--- src/rtl/ipsxe_floating_point_addsub_norm_64bit_v1_0_pkg.sv ---
// Shared constants and types for the double-precision add/sub normalize stage.
// Field positions refer to the 64-bit raw significand coming out of the
// significand adder: [63] carry-out, [62] hidden bit, [61:10] fraction,
// [9] guard, [8:0] sticky field.
package ipsxe_floating_point_addsub_norm_64bit_v1_0_pkg;

    localparam int EXP_W  = 11;
    localparam int FRAC_W = 52;
    localparam int BIAS   = 1023;

    localparam logic [63:0]      QNAN    = 64'h7FF8_0000_0000_0000;
    localparam logic [EXP_W-1:0] INF_EXP = 11'h7FF;

    localparam int HID = 62;
    localparam int LSB = 10;
    localparam int GRD = 9;

    // Sideband that travels alongside the leading-one finder. Bit 63 of the
    // significand is only needed by the finder itself, so it is not carried.
    typedef struct packed {
        logic             sign;
        logic [EXP_W-1:0] exp;
        logic [HID:0]     mant;
        logic             nan;
        logic             inf;
        logic             zero;
    } beat_t;

endpackage

--- src/rtl/ipsxe_floating_point_addsub_norm_64bit_v1_0_if.sv ---
// Beat bus between the significand adder and the add/sub output registers.
//   i_valid/i_sign/i_exp/i_mant/i_nan/i_inf : raw sum beat into the stage
//   o_valid/o_result/o_overflow/o_underflow/o_inexact : packed binary64 out
// slave  : the normalize stage (consumes i_*, produces o_*)
// master : the upstream/downstream side (produces i_*, consumes o_*)
interface ipsxe_floating_point_addsub_norm_64bit_v1_0_if;
    import ipsxe_floating_point_addsub_norm_64bit_v1_0_pkg::*;

    logic             i_valid;
    logic             i_sign;
    logic [EXP_W-1:0] i_exp;
    logic [63:0]      i_mant;
    logic             i_nan;
    logic             i_inf;

    logic             o_valid;
    logic [63:0]      o_result;
    logic             o_overflow;
    logic             o_underflow;
    logic             o_inexact;

    modport master (
        output i_valid, i_sign, i_exp, i_mant, i_nan, i_inf,
        input  o_valid, o_result, o_overflow, o_underflow, o_inexact
    );

    modport slave (
        input  i_valid, i_sign, i_exp, i_mant, i_nan, i_inf,
        output o_valid, o_result, o_overflow, o_underflow, o_inexact
    );

endinterface

--- src/rtl/ipsxe_floating_point_addsub_norm_64bit_v1_0_find_one.sv ---
// 64-bit leading-one finder.
//   i_clk    : clock
//   i_rst_n  : asynchronous active-low reset for the output pipeline
//   i_clken  : pipeline enable, registers hold when low
//   i_data   : word to search
//   o_idx    : position of the most significant set bit (0 for a zero word),
//              delayed by LATENCY enabled cycles (0..4)
module ipsxe_floating_point_find_one_64bit_v1_0 #(
    parameter int LATENCY = 0
) (
    input  logic        i_clk,
    input  logic        i_rst_n,
    input  logic        i_clken,
    input  logic [63:0] i_data,
    output logic [5:0]  o_idx
);

    logic [5:0] idx_c;

    always_comb begin
        idx_c = '0;
        for (int i = 0; i < 64; i++) begin
            if (i_data[i]) idx_c = 6'(i);
        end
    end

    generate
        if (LATENCY == 0) begin : g_comb
            assign o_idx = idx_c;
        end else begin : g_pipe
            logic [5:0] idx_pipe [LATENCY];

            always_ff @(posedge i_clk or negedge i_rst_n) begin
                if (!i_rst_n) begin
                    for (int i = 0; i < LATENCY; i++) idx_pipe[i] <= '0;
                end else if (i_clken) begin
                    idx_pipe[0] <= idx_c;
                    for (int i = 1; i < LATENCY; i++) idx_pipe[i] <= idx_pipe[i-1];
                end
            end

            assign o_idx = idx_pipe[LATENCY-1];
        end
    endgenerate

endmodule

--- src/rtl/ipsxe_floating_point_addsub_norm_64bit_v1_0.sv ---
// Post-adder normalize-and-round stage for the binary64 add/sub datapath.
// Finds the leading one of the raw significand sum, shifts it to the hidden
// position (or as far as the exponent allows for denormals), rounds to
// nearest-even and packs the result with overflow/underflow/inexact flags.
//   i_clk   : clock
//   i_rst   : synchronous active-high reset (clears valids, outputs, flags)
//   i_clken : pipeline enable, every register holds when low
//   bus     : beat in (i_*) and packed result out (o_*), latency FIND_LATENCY+2
module ipsxe_floating_point_addsub_norm_64bit_v1_0
    import ipsxe_floating_point_addsub_norm_64bit_v1_0_pkg::*;
#(
    parameter int FIND_LATENCY = 0
) (
    input  logic i_clk,
    input  logic i_rst,
    input  logic i_clken,
    ipsxe_floating_point_addsub_norm_64bit_v1_0_if.slave bus
);

    function automatic logic rne_up(input logic lsb, input logic grd, input logic stk);
        return grd & (stk | lsb);
    endfunction

    // Exponent and fraction are added as one word so a fraction carry bumps
    // the exponent (denormal->normal, 1.11..1 -> 2.0) without a special case.
    function automatic logic [62:0] pack_sum(input logic [EXP_W-1:0] e,
                                             input logic [FRAC_W-1:0] f,
                                             input logic up);
        return {e, f} + {62'd0, up};
    endfunction

    beat_t      beat_in;
    beat_t      beat_p0;
    logic       vld_p0;
    logic [5:0] idx_p0;

    assign beat_in = '{sign: bus.i_sign, exp: bus.i_exp, mant: bus.i_mant[HID:0],
                       nan: bus.i_nan, inf: bus.i_inf, zero: ~|bus.i_mant};

    // ---- stage 0: leading-one finder, sideband delayed to stay aligned ----
    ipsxe_floating_point_find_one_64bit_v1_0 #(
        .LATENCY (FIND_LATENCY)
    ) u_find_one (
        .i_clk   (i_clk),
        .i_rst_n (~i_rst),
        .i_clken (i_clken),
        .i_data  (bus.i_mant),
        .o_idx   (idx_p0)
    );

    generate
        if (FIND_LATENCY == 0) begin : g_nodly
            assign beat_p0 = beat_in;
            assign vld_p0  = bus.i_valid;
        end else begin : g_dly
            beat_t                   sb_dly  [FIND_LATENCY];
            logic [FIND_LATENCY-1:0] vld_dly;

            always_ff @(posedge i_clk) begin
                if (i_rst) begin
                    vld_dly <= '0;
                end else if (i_clken) begin
                    vld_dly[0] <= bus.i_valid;
                    for (int i = 1; i < FIND_LATENCY; i++) vld_dly[i] <= vld_dly[i-1];
                end
            end

            always_ff @(posedge i_clk) begin
                if (i_clken) begin
                    sb_dly[0] <= beat_in;
                    for (int i = 1; i < FIND_LATENCY; i++) sb_dly[i] <= sb_dly[i-1];
                end
            end

            assign beat_p0 = sb_dly[FIND_LATENCY-1];
            assign vld_p0  = vld_dly[FIND_LATENCY-1];
        end
    endgenerate

    logic [HID-1:0]   mant_nx;
    logic [11:0]      exp_nx;
    logic             tiny_nx;
    logic             ovf_nx;
    logic [11:0]      exp_w;
    logic [11:0]      dnm_sh;
    logic [5:0]       lsh;

    always_comb begin
        exp_w   = {1'b0, beat_p0.exp};
        lsh     = 6'd62 - idx_p0;
        // Largest left shift the exponent can absorb while staying >= 1.
        dnm_sh  = (beat_p0.exp == '0) ? 12'd0 : exp_w - 12'd1;
        mant_nx = '0;
        exp_nx  = '0;
        tiny_nx = 1'b0;
        if (idx_p0 == 6'd63) begin
            // Carry-out: the old hidden bit becomes fraction MSB, the bit
            // falling off the bottom folds into the sticky field.
            mant_nx    = beat_p0.mant[HID:1];
            mant_nx[0] = beat_p0.mant[1] | beat_p0.mant[0];
            exp_nx     = exp_w + 12'd1;
        end else if (dnm_sh >= {6'd0, lsh}) begin
            mant_nx = beat_p0.mant[HID-1:0] << lsh;
            exp_nx  = exp_w - {6'd0, lsh};
        end else begin
            mant_nx = beat_p0.mant[HID-1:0] << dnm_sh[5:0];
            tiny_nx = 1'b1;
        end
        ovf_nx = (exp_nx >= 12'd2047);
    end

    // ---- stage 1: normalized significand and adjusted exponent ----
    logic             vld_p1;
    logic             sign_p1;
    logic             nan_p1;
    logic             inf_p1;
    logic             zero_p1;
    logic [EXP_W-1:0] exp_p1;
    logic [HID-1:0]   mant_p1;
    logic             tiny_p1;
    logic             ovf_p1;

    always_ff @(posedge i_clk) begin
        if (i_rst) begin
            vld_p1 <= 1'b0;
        end else if (i_clken) begin
            vld_p1 <= vld_p0;
        end
    end

    always_ff @(posedge i_clk) begin
        if (i_clken) begin
            sign_p1 <= beat_p0.sign;
            nan_p1  <= beat_p0.nan;
            inf_p1  <= beat_p0.inf;
            zero_p1 <= beat_p0.zero;
            exp_p1  <= exp_nx[EXP_W-1:0];
            mant_p1 <= mant_nx;
            tiny_p1 <= tiny_nx;
            ovf_p1  <= ovf_nx;
        end
    end

    logic        up_n;
    logic        inx_n;
    logic [62:0] sum_n;
    logic [63:0] res_n;
    logic        ovf_n;
    logic        unf_n;
    logic        inxf_n;

    always_comb begin
        up_n   = rne_up(mant_p1[LSB], mant_p1[GRD], |mant_p1[GRD-1:0]);
        inx_n  = mant_p1[GRD] | (|mant_p1[GRD-1:0]);
        sum_n  = pack_sum(exp_p1, mant_p1[HID-1:LSB], up_n);
        res_n  = {sign_p1, sum_n};
        ovf_n  = 1'b0;
        unf_n  = 1'b0;
        inxf_n = 1'b0;
        if (nan_p1) begin
            res_n = QNAN;
        end else if (inf_p1) begin
            res_n = {sign_p1, INF_EXP, {FRAC_W{1'b0}}};
        end else if (zero_p1) begin
            res_n = {sign_p1, 63'd0};
        end else if (ovf_p1 || (sum_n[62:FRAC_W] == INF_EXP)) begin
            res_n  = {sign_p1, INF_EXP, {FRAC_W{1'b0}}};
            ovf_n  = 1'b1;
            inxf_n = 1'b1;
        end else begin
            unf_n  = tiny_p1 & inx_n;
            inxf_n = inx_n;
        end
    end

    // ---- stage 2: rounded, packed result drives the outputs ----
    logic        vld_p2;
    logic [63:0] res_p2;
    logic        ovf_p2;
    logic        unf_p2;
    logic        inx_p2;

    always_ff @(posedge i_clk) begin
        if (i_rst) begin
            vld_p2 <= 1'b0;
            res_p2 <= '0;
            ovf_p2 <= 1'b0;
            unf_p2 <= 1'b0;
            inx_p2 <= 1'b0;
        end else if (i_clken) begin
            vld_p2 <= vld_p1;
            res_p2 <= res_n;
            ovf_p2 <= ovf_n;
            unf_p2 <= unf_n;
            inx_p2 <= inxf_n;
        end
    end

    assign bus.o_valid     = vld_p2;
    assign bus.o_result    = res_p2;
    assign bus.o_overflow  = ovf_p2;
    assign bus.o_underflow = unf_p2;
    assign bus.o_inexact   = inx_p2;

endmodule
--- src/flat_wrapper.sv ---
// flat-port wrapper written by rule: the top's interface ports become plain ports
module ipsxe_floating_point_addsub_norm_64bit_v1_0_flat import ipsxe_floating_point_addsub_norm_64bit_v1_0_pkg::*;
#(
    parameter int FIND_LATENCY = 0
)
  (i_clk, i_rst, i_clken, bus_i_valid, bus_i_sign, bus_i_exp, bus_i_mant, bus_i_nan, bus_i_inf, bus_o_valid, bus_o_result, bus_o_overflow, bus_o_underflow, bus_o_inexact);
  ipsxe_floating_point_addsub_norm_64bit_v1_0_if bus_i ();
  input  logic i_clk;
  input  logic i_rst;
  input  logic i_clken;
  input wire logic [$bits(bus_i.i_valid)-1:0] bus_i_valid;
  input wire logic [$bits(bus_i.i_sign)-1:0] bus_i_sign;
  input wire logic [$bits(bus_i.i_exp)-1:0] bus_i_exp;
  input wire logic [$bits(bus_i.i_mant)-1:0] bus_i_mant;
  input wire logic [$bits(bus_i.i_nan)-1:0] bus_i_nan;
  input wire logic [$bits(bus_i.i_inf)-1:0] bus_i_inf;
  output wire logic [$bits(bus_i.o_valid)-1:0] bus_o_valid;
  output wire logic [$bits(bus_i.o_result)-1:0] bus_o_result;
  output wire logic [$bits(bus_i.o_overflow)-1:0] bus_o_overflow;
  output wire logic [$bits(bus_i.o_underflow)-1:0] bus_o_underflow;
  output wire logic [$bits(bus_i.o_inexact)-1:0] bus_o_inexact;
  assign bus_i.i_valid = bus_i_valid;
  assign bus_i.i_sign = bus_i_sign;
  assign bus_i.i_exp = bus_i_exp;
  assign bus_i.i_mant = bus_i_mant;
  assign bus_i.i_nan = bus_i_nan;
  assign bus_i.i_inf = bus_i_inf;
  assign bus_o_valid = bus_i.o_valid;
  assign bus_o_result = bus_i.o_result;
  assign bus_o_overflow = bus_i.o_overflow;
  assign bus_o_underflow = bus_i.o_underflow;
  assign bus_o_inexact = bus_i.o_inexact;
  ipsxe_floating_point_addsub_norm_64bit_v1_0 #(.FIND_LATENCY(FIND_LATENCY)) u_core (.i_clk(i_clk), .i_rst(i_rst), .i_clken(i_clken), .bus(bus_i));
endmodule
--- config.mk ---
export PLATFORM = sky130hd
export DESIGN_NAME = ipsxe_floating_point_addsub_norm_64bit_v1_0_flat
export DESIGN_NICKNAME = d
export VERILOG_FILES = /design/src/rtl/ipsxe_floating_point_addsub_norm_64bit_v1_0_pkg.sv /design/src/rtl/ipsxe_floating_point_addsub_norm_64bit_v1_0_if.sv /design/src/rtl/ipsxe_floating_point_addsub_norm_64bit_v1_0_find_one.sv /design/src/rtl/ipsxe_floating_point_addsub_norm_64bit_v1_0.sv /design/src/flat_wrapper.sv
export SDC_FILE = /design/constraint.sdc
export NUM_CORES = 1
export LEC_CHECK = 0
export ABC_AREA = 1
export CAP_MARGIN = 20
export CORE_ASPECT_RATIO = 0.9
export CORE_MARGIN = 2
export CORE_UTILIZATION = 25
export CTS_CLUSTER_DIAMETER = 50
export DETAILED_ROUTE_END_ITERATION = 12
export GPL_ROUTABILITY_DRIVEN = 0
export PLACE_DENSITY = 0.4
export SETUP_SLACK_MARGIN = 0.2
export SLEW_MARGIN = 20
export SYNTH_ARGS = -nofsm -noshare
export SYNTH_HDL_FRONTEND = slang
export SYNTH_SLANG_ARGS = --single-unit
--- constraint.sdc ---
create_clock -name i_clk -period 17.3 [get_ports i_clk]
set_clock_uncertainty 0.2 [all_clocks]
set_input_delay 5.19 -clock i_clk [delete_from_list [all_inputs] [get_ports i_clk]]
set_output_delay 5.19 -clock i_clk [all_outputs]
set_load 0.02 [all_outputs]
Figure 1. Signal metal coverage by tile.
Scale: 1.5 px per µm. 24 x 22 tiles, from dark blue (low) to red (high), scaled to the fullest tile. Values are wire area over tile area, all layers added.
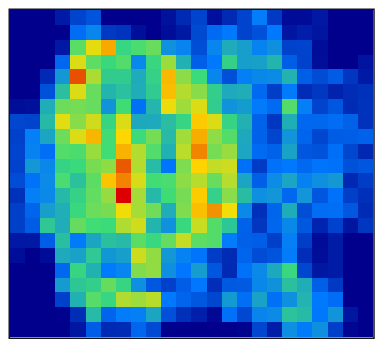
tiles over half the peak: 21%
densest ninth of the die: center
fullest tile: 0.53
mean over tiles: 0.16

==> summary.txt <==
DRC: 0
Post-synth top flop: edfxtp_1
Status: completed
Final non-filler cell total: 2725
Unique cell types: 60
CP required: 17400 ps
Avg Inst Size Synth: 6.51 µm²
RSZ-0062 raised after global routing: false
Core Util at FP: 0.253
Top area cell types: nand3_1 (20%), edfxtp_1 (19%), nand2_1 (16%)
Tmin final: 13860 ps
Syn nets: 2062
Clock-pin slew on the worst setup and hold paths: 70 ps
Non-clock buffers: 167
Max-area cell share: 0.197
Antenna violation net count after detailed routing: 0
Placed insts: 2693
Reg power frac: 0.352
Area reported by Yosys stat: 12800 µm²
Footprint of the multi-input gates: 8010 µm²
Clock power frac: 0.298
# hold bufs at CTS: 0
Internal power: 758 µW
Pleak: 0.00608 µW
Root buf cell: clkbuf_16
NetSw: 487 µW
Yosys warns: 0
Worst Setup SP: bus_i_mant[2]
Power per standard cell area: 80.9 nW/µm²
Mapped cell area: 12800 µm²
Worst Setup End Kind: flip-flop
Largest net degree at the start of global routing: 78
Top power group: registers
Worst-skew pair later-pin latency: 450 ps
Global-route wire length before repair: 81.0 mm
CP peak stage delay: 540 ps
Hold-critical path endpoint: u_core.vld_p1
Yosys adder share: 0.0192
Comb/total area: 0.521
Worst R2R Start: u_core.mant_p1[6]
Worst Hold Class: reg2reg
Worst R2R Path Depth: 48
Num sequential: 148
Die Ht: 218 µm
Port-buffer cells: 149
Tool Warnings: 28
CTS max path bufs: 2
Cell repeated most along the worst path: nand2_1
Setup CP Type: in2reg
CTS tree: built
Gate count after technology mapping: 1961
Vias per cell: 5.07
Critical-path maximum fanout: 30
Sw Ratio: 0.391
Core Rows: 78
Core box area: 50500 µm²
Grt ovf: 0
Sink Count: 148
Clk tree area frac: 0.0379
Post-synth ARST share: 0
Max IR drop VDD: 69.7 µV
Vias in the first global route: 13438
Synth flops: 148
Comb_multi_in: 1549
Critical Path AT: 13960 ps
Die Area: 52900 µm²
XOR/XNOR Area Share: 0.0206
Top cells by count: nand2_1 (533), nand3_1 (501), inv_1 (134), clkbuf_1 (97), nor2_1 (89)
MUX share of area: 0
CP Capture Point: u_core.mant_p1[55]
Aoi/oai-family share of the synthesized area: 0.110
Critical path startpoint category: input pin
Post-CTS setup repair buffer count: 0
RR Endpoint: u_core.bus.o_result[27]
Final Max Slew Viols: 0
Reg2reg setup slack: 10010 ps
TritonRoute pass-1 iters: 5
DP Wirelength: 40.3 mm
Most frequent logic cell in the layout: nand2_1
Ports: 150
Detailed Route Iter0 Violations: 1182
Worst-margin pin slew: 1040 ps
Signal buf overhead: 0.105
Critical path's slowest cell: inv_1
Setup violators final: 0
Share of cells above drive strength 1: 0.0895
Largest logic family: simple AND/OR/NAND/NOR gates
Number of enable flip-flop cells: 79
Top class by area: logic gates
Tapcells: 680
Sequential share of cell area: 0.244
Most frequent cells in the layout: nand2_1 (531), nand3_1 (501), clkdlybuf4s50_1 (147), inv_1 (133), nor2_1 (88)
Post-CTS Resized: 0
Post-synth seq share: 0.294
Figure 2. Metal layers overlaid.
Scale: 1.5 px per µm. Only two layers are drawn.
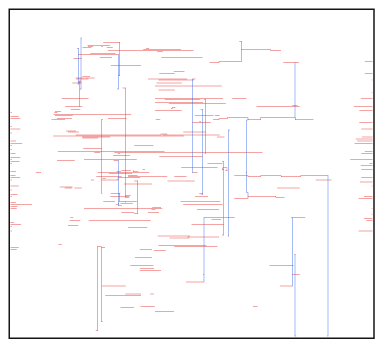
| color | layer | wire length |
|---|---|---|
| red | met3 | 2770 µm |
| blue | met4 | 1030 µm |
routed len/inst: 19.2 µm
global-route usage over all layers: 0.198
Total Routed Length: 52.4 mm
Via Count: 13815

==> cell families after synthesis <==
group,Yosys count
compound gates,230
xor+xnor,30
fa+ha+maj,19
buf+inv,264
flops,148
simple gates,1270
==> per-stage QoR <==
step,setup slack [ps],area (µm²)
final,3440,15400
after global routing,2160,15400
after CTS,3440,15400
after detailed placement,2980,14800
after global placement,2970,14800
after floorplan,5970,12800
==> layer usage <==
layer | share of wire | global-route usage | vias up
li1 | - | - | 6869
met1 | 0.49 | 0.282 | 6466
met2 | 0.44 | 0.312 | 427
met3 | 0.053 | 0.0249 | 53
met4 | 0.020 | 0.0543 | 0
met5 | 0 | 0 | -
==> worst max-delay path: cells and delay by family <==
kind | cells | cell delay, ps
AOI/OAI and AO/OA | 6 | 970
adders and majority gates | 2 | 740
and+or+nand+nor | 72 | 5190
buffers and inverters | 5 | 1860
Power is estimated from default activity; no workload was simulated.
